**src/rtl/endat22_master_if.sv**
```systemverilog
// EnDat 2.2 master bundle: request/command side toward the controller, line side toward
// the transceiver, and the decoded frame result.
//   start, mode_cmd      : frame request and 6-bit mode command (master input)
//   enc_data             : serial data from the encoder (master input)
//   cken/enc_wr/enc_tdata: line clock enable, direction, command data (master output)
//   busy                 : frame in progress (master output)
//   enc_valid/crc_err/timeout : one-cycle frame result pulses (master output)
//   enc_pos/enc_alarm/crc: last good position, its F1 bit, last received CRC (master output)
interface endat22_master_if #(
  parameter int unsigned POS_BITS = 25
);
  logic                start;
  logic [5:0]          mode_cmd;
  logic                enc_data;
  logic                cken;
  logic                enc_wr;
  logic                enc_tdata;
  logic                busy;
  logic                enc_valid;
  logic [POS_BITS-1:0] enc_pos;
  logic                enc_alarm;
  logic                crc_err;
  logic                timeout;
  logic [4:0]          crc;

  modport master (
    input  start, mode_cmd, enc_data,
    output cken, enc_wr, enc_tdata, busy, enc_valid, enc_pos, enc_alarm, crc_err, timeout, crc
  );

  modport slave (
    output start, mode_cmd, enc_data,
    input  cken, enc_wr, enc_tdata, busy, enc_valid, enc_pos, enc_alarm, crc_err, timeout, crc
  );
endinterface

```
**src/rtl/endat22_master.sv**
```systemverilog
// EnDat 2.2 master receiver. On request it sends a 6-bit mode command, waits (bounded) for
// the encoder start bit, then captures F1, POS_BITS position bits (LSB first) and a 5-bit
// CRC (MSB first), checking the CRC over F1 and the position bits.
// Ports:
//   i_enc_clk : encoder-domain clock, rising edge
//   i_rst     : synchronous active-high reset
//   bus       : endat22_master_if master modport (request, line and result signals)
module endat22_master #(
  parameter int unsigned POS_BITS    = 25,
  parameter int unsigned SETUP_CYC   = 2,
  parameter int unsigned TURN_CYC    = 2,
  parameter int unsigned TIMEOUT_CYC = 64,
  parameter int unsigned RECOV_CYC   = 9,
  parameter logic [4:0]  CRC_POLY    = 5'b01011
) (
  input logic             i_enc_clk,
  input logic             i_rst,
  endat22_master_if.master bus
);

  typedef enum logic [3:0] {
    StIdle, StSetup, StMode, StTurn, StWait, StAlarm, StPos, StCrc, StRecov
  } state_e;

  state_e              r_state, w_state_d;
  logic [15:0]         r_cnt, w_cnt_d;
  logic [5:0]          r_mode, w_mode_d;
  logic [4:0]          r_crc_calc, w_crc_calc_d;
  logic [4:0]          r_crc_rx, w_crc_rx_d;
  logic [POS_BITS-1:0] r_pos_sh, w_pos_sh_d;
  logic                r_f1, w_f1_d;
  logic [POS_BITS-1:0] r_pos, w_pos_d;
  logic                r_alarm, w_alarm_d;
  logic [4:0]          r_crc, w_crc_d;
  logic                r_valid, w_valid_d;
  logic                r_crc_err, w_crc_err_d;
  logic                r_timeout, w_timeout_d;
  logic                w_cken, w_wr, w_tdata;
  logic [4:0]          w_crc_rx_next;

  function automatic logic [4:0] crc_step(input logic [4:0] c, input logic b);
    logic fb;
    fb = b ^ c[4];
    return {c[3:0], 1'b0} ^ (fb ? CRC_POLY : 5'd0);
  endfunction

  always_comb begin
    w_state_d     = r_state;
    w_cnt_d       = r_cnt;
    w_mode_d      = r_mode;
    w_crc_calc_d  = r_crc_calc;
    w_crc_rx_d    = r_crc_rx;
    w_pos_sh_d    = r_pos_sh;
    w_f1_d        = r_f1;
    w_pos_d       = r_pos;
    w_alarm_d     = r_alarm;
    w_crc_d       = r_crc;
    w_valid_d     = 1'b0;
    w_crc_err_d   = 1'b0;
    w_timeout_d   = 1'b0;
    w_cken        = 1'b0;
    w_wr          = 1'b0;
    w_tdata       = 1'b0;
    w_crc_rx_next = {r_crc_rx[3:0], bus.enc_data};
    unique case (r_state)
      StIdle: begin
        if (bus.start) begin
          w_mode_d  = bus.mode_cmd;
          w_cnt_d   = '0;
          w_state_d = StSetup;
        end
      end
      StSetup: begin
        w_cken = 1'b1;
        if (r_cnt == 16'(SETUP_CYC - 1)) begin
          w_cnt_d   = '0;
          w_state_d = StMode;
        end else begin
          w_cnt_d = r_cnt + 16'd1;
        end
      end
      StMode: begin
        // Command is shifted out of the MSB so no variable bit select is needed.
        w_cken   = 1'b1;
        w_wr     = 1'b1;
        w_tdata  = r_mode[5];
        w_mode_d = {r_mode[4:0], 1'b0};
        if (r_cnt == 16'd5) begin
          w_cnt_d   = '0;
          w_state_d = StTurn;
        end else begin
          w_cnt_d = r_cnt + 16'd1;
        end
      end
      StTurn: begin
        w_cken = 1'b1;
        if (r_cnt == 16'(TURN_CYC - 1)) begin
          w_cnt_d   = '0;
          w_state_d = StWait;
        end else begin
          w_cnt_d = r_cnt + 16'd1;
        end
      end
      StWait: begin
        // Start bit wins over expiry on the last counted cycle.
        w_cken = 1'b1;
        if (bus.enc_data) begin
          w_cnt_d   = '0;
          w_state_d = StAlarm;
        end else if (r_cnt == 16'(TIMEOUT_CYC - 1)) begin
          w_cnt_d     = '0;
          w_timeout_d = 1'b1;
          w_state_d   = StRecov;
        end else begin
          w_cnt_d = r_cnt + 16'd1;
        end
      end
      StAlarm: begin
        w_cken       = 1'b1;
        w_f1_d       = bus.enc_data;
        w_crc_calc_d = crc_step(5'd0, bus.enc_data);
        w_state_d    = StPos;
      end
      StPos: begin
        // Right shift: after POS_BITS bits the first received bit sits at index 0.
        w_cken       = 1'b1;
        w_pos_sh_d   = {bus.enc_data, r_pos_sh[POS_BITS-1:1]};
        w_crc_calc_d = crc_step(r_crc_calc, bus.enc_data);
        if (r_cnt == 16'(POS_BITS - 1)) begin
          w_cnt_d   = '0;
          w_state_d = StCrc;
        end else begin
          w_cnt_d = r_cnt + 16'd1;
        end
      end
      StCrc: begin
        w_cken     = 1'b1;
        w_crc_rx_d = w_crc_rx_next;
        if (r_cnt == 16'd4) begin
          w_cnt_d   = '0;
          w_crc_d   = w_crc_rx_next;
          w_state_d = StRecov;
          if (w_crc_rx_next == r_crc_calc) begin
            w_pos_d   = r_pos_sh;
            w_alarm_d = r_f1;
            w_valid_d = 1'b1;
          end else begin
            w_crc_err_d = 1'b1;
          end
        end else begin
          w_cnt_d = r_cnt + 16'd1;
        end
      end
      StRecov: begin
        if (r_cnt == 16'(RECOV_CYC - 1)) begin
          w_cnt_d   = '0;
          w_state_d = StIdle;
        end else begin
          w_cnt_d = r_cnt + 16'd1;
        end
      end
      default: w_state_d = StIdle;
    endcase
  end

  always_ff @(posedge i_enc_clk) begin
    if (i_rst) begin
      r_state    <= StIdle;
      r_cnt      <= '0;
      r_mode     <= '0;
      r_crc_calc <= '0;
      r_crc_rx   <= '0;
      r_pos_sh   <= '0;
      r_f1       <= 1'b0;
      r_pos      <= '0;
      r_alarm    <= 1'b0;
      r_crc      <= '0;
      r_valid    <= 1'b0;
      r_crc_err  <= 1'b0;
      r_timeout  <= 1'b0;
    end else begin
      r_state    <= w_state_d;
      r_cnt      <= w_cnt_d;
      r_mode     <= w_mode_d;
      r_crc_calc <= w_crc_calc_d;
      r_crc_rx   <= w_crc_rx_d;
      r_pos_sh   <= w_pos_sh_d;
      r_f1       <= w_f1_d;
      r_pos      <= w_pos_d;
      r_alarm    <= w_alarm_d;
      r_crc      <= w_crc_d;
      r_valid    <= w_valid_d;
      r_crc_err  <= w_crc_err_d;
      r_timeout  <= w_timeout_d;
    end
  end

  assign bus.cken      = w_cken;
  assign bus.enc_wr    = w_wr;
  assign bus.enc_tdata = w_tdata;
  assign bus.busy      = (r_state != StIdle);
  assign bus.enc_valid = r_valid;
  assign bus.enc_pos   = r_pos;
  assign bus.enc_alarm = r_alarm;
  assign bus.crc_err   = r_crc_err;
  assign bus.timeout   = r_timeout;
  assign bus.crc       = r_crc;

endmodule

```
**src/flat_wrapper.sv**
```systemverilog
// flat-port wrapper written by rule: the top's interface ports become plain ports
module endat22_master_flat 
#(
  parameter int unsigned POS_BITS    = 25,
  parameter int unsigned SETUP_CYC   = 2,
  parameter int unsigned TURN_CYC    = 2,
  parameter int unsigned TIMEOUT_CYC = 64,
  parameter int unsigned RECOV_CYC   = 9,
  parameter logic [4:0]  CRC_POLY    = 5'b01011
)
  (i_enc_clk, i_rst, bus_start, bus_mode_cmd, bus_enc_data, bus_cken, bus_enc_wr, bus_enc_tdata, bus_busy, bus_enc_valid, bus_enc_pos, bus_enc_alarm, bus_crc_err, bus_timeout, bus_crc);
  endat22_master_if #(.POS_BITS(POS_BITS)) bus_i ();
  input logic i_enc_clk;
  input logic i_rst;
  input wire logic [$bits(bus_i.start)-1:0] bus_start;
  input wire logic [$bits(bus_i.mode_cmd)-1:0] bus_mode_cmd;
  input wire logic [$bits(bus_i.enc_data)-1:0] bus_enc_data;
  output wire logic [$bits(bus_i.cken)-1:0] bus_cken;
  output wire logic [$bits(bus_i.enc_wr)-1:0] bus_enc_wr;
  output wire logic [$bits(bus_i.enc_tdata)-1:0] bus_enc_tdata;
  output wire logic [$bits(bus_i.busy)-1:0] bus_busy;
  output wire logic [$bits(bus_i.enc_valid)-1:0] bus_enc_valid;
  output wire logic [$bits(bus_i.enc_pos)-1:0] bus_enc_pos;
  output wire logic [$bits(bus_i.enc_alarm)-1:0] bus_enc_alarm;
  output wire logic [$bits(bus_i.crc_err)-1:0] bus_crc_err;
  output wire logic [$bits(bus_i.timeout)-1:0] bus_timeout;
  output wire logic [$bits(bus_i.crc)-1:0] bus_crc;
  assign bus_i.start = bus_start;
  assign bus_i.mode_cmd = bus_mode_cmd;
  assign bus_i.enc_data = bus_enc_data;
  assign bus_cken = bus_i.cken;
  assign bus_enc_wr = bus_i.enc_wr;
  assign bus_enc_tdata = bus_i.enc_tdata;
  assign bus_busy = bus_i.busy;
  assign bus_enc_valid = bus_i.enc_valid;
  assign bus_enc_pos = bus_i.enc_pos;
  assign bus_enc_alarm = bus_i.enc_alarm;
  assign bus_crc_err = bus_i.crc_err;
  assign bus_timeout = bus_i.timeout;
  assign bus_crc = bus_i.crc;
  endat22_master #(.POS_BITS(POS_BITS), .SETUP_CYC(SETUP_CYC), .TURN_CYC(TURN_CYC), .TIMEOUT_CYC(TIMEOUT_CYC), .RECOV_CYC(RECOV_CYC), .CRC_POLY(CRC_POLY)) u_core (.i_enc_clk(i_enc_clk), .i_rst(i_rst), .bus(bus_i));
endmodule
```
**config.mk**
```make
export PLATFORM = sky130hd
export DESIGN_NAME = endat22_master_flat
export DESIGN_NICKNAME = d
export VERILOG_FILES = /design/src/rtl/endat22_master_if.sv /design/src/rtl/endat22_master.sv /design/src/flat_wrapper.sv
export SDC_FILE = /design/constraint.sdc
export NUM_CORES = 1
export LEC_CHECK = 0
export CORE_ASPECT_RATIO = 1.2
export CORE_MARGIN = 5
export CORE_UTILIZATION = 60
export CTS_CLUSTER_DIAMETER = 30
export DETAILED_ROUTE_END_ITERATION = 10
export PLACE_DENSITY = 0.92
export SYNTH_ARGS = -nofsm -noshare
export SYNTH_HDL_FRONTEND = slang
export SYNTH_SLANG_ARGS = --single-unit
export TNS_END_PERCENT = 100
```
**constraint.sdc**
```tcl
create_clock -name i_enc_clk -period 7.5 [get_ports i_enc_clk]
set_clock_uncertainty 0.05 [all_clocks]
set_input_delay 0.75 -clock i_enc_clk [delete_from_list [all_inputs] [get_ports i_enc_clk]]
set_output_delay 0.75 -clock i_enc_clk [all_outputs]
set_load 0.05 [all_outputs]
```
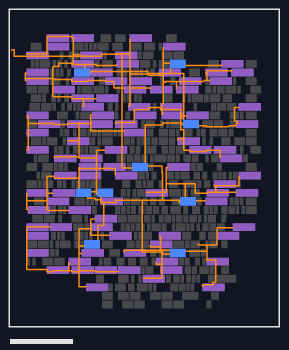
*Routed clock nets over the placement*
Scale bar: 20 um.
orange -> clock wires  # length 1,010 um
blue -> cells driving clock nets  # count 9
purple -> flip-flops  # count 95
flops lie = widely spread
routed clock nets = 10

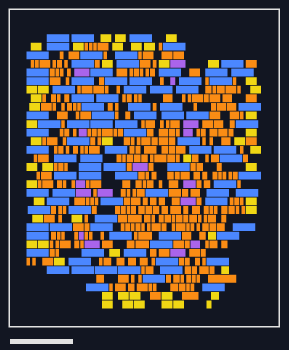
*Placement by cell class*
Scale bar: 20 um.
orange -> all other logic  # cells 348, share of their area 44%
yellow -> other buffers and delay cells  # cells 51, share of their area 11%
purple -> clock drivers and dummy loads  # cells 16, share of their area 3.9%
blue -> flip-flops  # cells 95, share of their area 41%

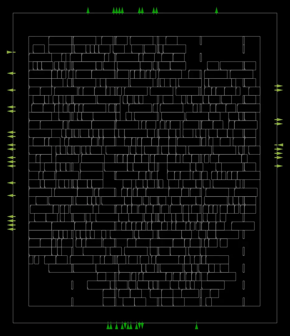
*Placed standard cells*
Non-Filler Instances: 595
# rows: 32
filler instances: 493
flop share of the area: 40.25%

==> metrics.yaml <==
yosys:
  area_leaders: "dfxtp_1 47%, mux2i_1 9.6%, nand2_1 6.9%"
  top_area_share_pct: 46.94
  ys_top_cells_by_count: "95 x dfxtp_1, 74 x nand2_1, 67 x nor2_1, 39 x a21oi_1, 39 x mux2i_1"
  ys_area_mm2: 0.004051
  netlist_instances: 476
  yosysMostFrequentCell: "dfxtp_1"
critical_path:
  crit_path_start_kind: "flop"
  worst_ep_arrival_time_ps: 2940
  end_kind: "primary output"
  worstPathMaxFanout: 17
  required_ps: 6700
  r2r-start: "u_core.r_cnt[3]"
  worst-r2r-cell-count: 6
  ff2ff_setup_slack_ps: 4090
timing:
  rsz0062_at_grt: "no"
  fin_crit_ps: 3735
  hold_violations: 0
  worst_slack_ps: 3765
  setup_viol: 0
  finalSetupTns_ps: 0
clock_tree:
  cts_hold_buf: 0
  clk_path_buf_depth: 2
  clkSinkCount: 95
  clk_pin_slew_worst_paths_ps: 100
  cts_buffers: 9
  cts-resized-gates: 0
  cts-htree-levels: 3
cells_and_area:
  nets: 518
  syn2layout_area_growth_pct: 16.62
  post_route_cells_drive_above_1_share_pct: 6.078
global_route:
  grt_usage_pct: 21.33
  met1_usage_pct: 25.76
  antenna_found_initial: 0
  grt_util_met3_pct: 5.255
  grt_max_degree: 93
  grt_first_pass_wirelength_mm: 14.99
  grt_busiest_layer: "met2"
  grt_overflow_total: 0
  grt_pass1_vias: 3318
outcome:
  outcome: "finished clean"
route:
  via_per_inst: 5.854
  drtAntennaViolNets: 0
  drt_iter0_drc: 331
  drcViolationCount: 0
  firstDrtPassIters: 5
power:
  p_seq_share_pct: 49.7
  p_clk_share_pct: 27.7
  p_leak_nw: 1.825
  total_power_w: 0.001124
  power_density_mw_per_mm2: 238.0
place:
  place_ws_ps: 3963
  dp_hpwl_mm: 5.846
  port_buffers: 47
  gp_congestion: 0.8955
job:
  tool_warnings: 28
  maxCapViolCount: 0
floorplanning:
  io_pins: 48
  die_y_um: 100.0
  initial_core_util_pct: 62.46
  design.core.area_mm2: 0.006486
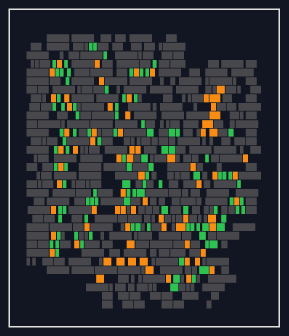
*Logic cells by family*
green -> NAND gates  # cells 98, most used nand2_1
orange -> inverting AOI/OAI gates  # cells 72, most used a21oi_1

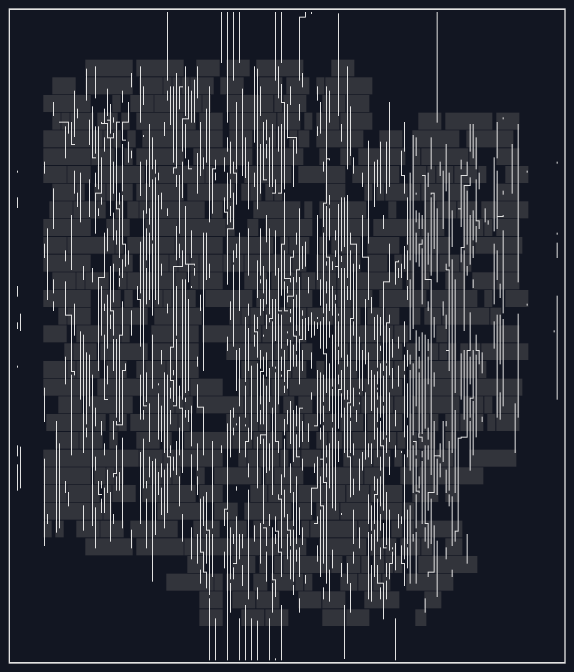
*M2 wires*
Cells faint in the background.
wire length on this layer = 4,430 um
nets with wire on the layer = 441
longest straight run = 31.6 um

-- per-stage QoR --
step	hold slack, ps	instance area, um2
2_1_floorplan	385.7	4051
3_3_place_gp	395.1	4546
3_5_place_dp	407.5	4546
4_1_cts	421.1	4725
5_1_grt	449.1	4725
6_report	424.8	4725
-- flip-flops by register name (all words and copies together) (netlist names), 4 cells and up --
name,flops
u_core.r_mode,6
u_core.bus.enc_pos,25
u_core.r_crc_rx,4
u_core.r_crc_calc,5
u_core.r_state,4
u_core.bus.crc,5
u_core.r_cnt,16
u_core.r_pos_sh,25
-- logic make-up (layout without fill, tap and decap cells) --
group	Yosys count	in the layout	share of synthesized area, %
xor+xnor	13	13	2.810
buf+inv	35	69	3.366
simple gates	216	216	25.57
flops	95	95	46.94
mux	39	39	9.635
fa+ha+maj	3	3	0.9266
compound gates	75	75	10.75
-- area by class of cell --
class / instances / area (um2)
multi-input cells: 346 / 2034
flip-flops and latches: 95 / 1902
fillers: 493 / 1762
repair buffers: 51 / 495.5
clock buffers: 9 / 123.9
well taps: 85 / 106.4
clock inverters: 7 / 55.05
inverters: 2 / 7.507
-- layer usage --
metal	wire length (um)	part of all wire, %
met2	4428	50
met3	462	5.2
met5	0	0
met4	189	2.1
met1	3770	43
-- critical path: stages, from the launching register on --
cell and delay [ps]:
dfxtp_1 620, nor4b_2 920, and2_1 230, clkdlybuf4s50_1 800
-- worst min-delay path by stage --
stage                                endpoint  cells after the start           startpoint  slack, ps
after global placement     u_core.r_pos_sh[0]                      2   u_core.r_pos_sh[0]        400
final                     u_core.r_pos_sh[17]                      2  u_core.r_pos_sh[18]        420
after global routing       u_core.r_pos_sh[0]                      2   u_core.r_pos_sh[1]        450
after CTS                  u_core.r_pos_sh[0]                      2   u_core.r_pos_sh[0]        420
after floorplan            u_core.r_pos_sh[0]                      2   u_core.r_pos_sh[0]        390
after detailed placement   u_core.r_pos_sh[0]                      2   u_core.r_pos_sh[0]        410
-- cell usage in the layout, fill, tap and decap left out, types with 2 or more instances in the layout --
cell type / Yosys / routed
dfxtp_1: 95 / 95
nand2_1: 74 / 74
nor2_1: 67 / 67
clkdlybuf4s50_1: 0 / 46
mux2i_1: 39 / 39
a21oi_1: 39 / 39
o21ai_0: 15 / 15
xor2_1: 9 / 9
clkbuf_8: 0 / 9
nor3_1: 8 / 8
nand3_1: 7 / 7
nor2b_1: 7 / 7
nand4_1: 7 / 7
and3_1: 6 / 6
a211oi_1: 6 / 6
and2_1: 5 / 5
nand3b_1: 5 / 5
nor4_1: 5 / 5
xnor2_1: 4 / 4
nand2b_1: 4 / 4
buf_4: 1 / 4
or4_4: 3 / 3
nor4b_1: 4 / 3
a222oi_1: 3 / 3
a22oi_1: 3 / 3
a31oi_1: 3 / 3
ha_1: 3 / 3
inv_1: 2 / 2
or2_2: 2 / 2
or3_1: 2 / 2
or3b_2: 2 / 2
or4_1: 2 / 2
clkinv_2: 0 / 2
inv_6: 0 / 2
-- power by group through the flow --
stage	clock network, W	registers, W	logic, W
detailed placement	0	0.000570	0.000252
global placement	0	0.000568	0.000245
global route	0.000338	0.000564	0.000276
floorplan	0	0.000551	0.000206
finish	0.000311	0.000559	0.000254
CTS	0.000315	0.000558	0.000255
Power and IR drop assume default switching activity.
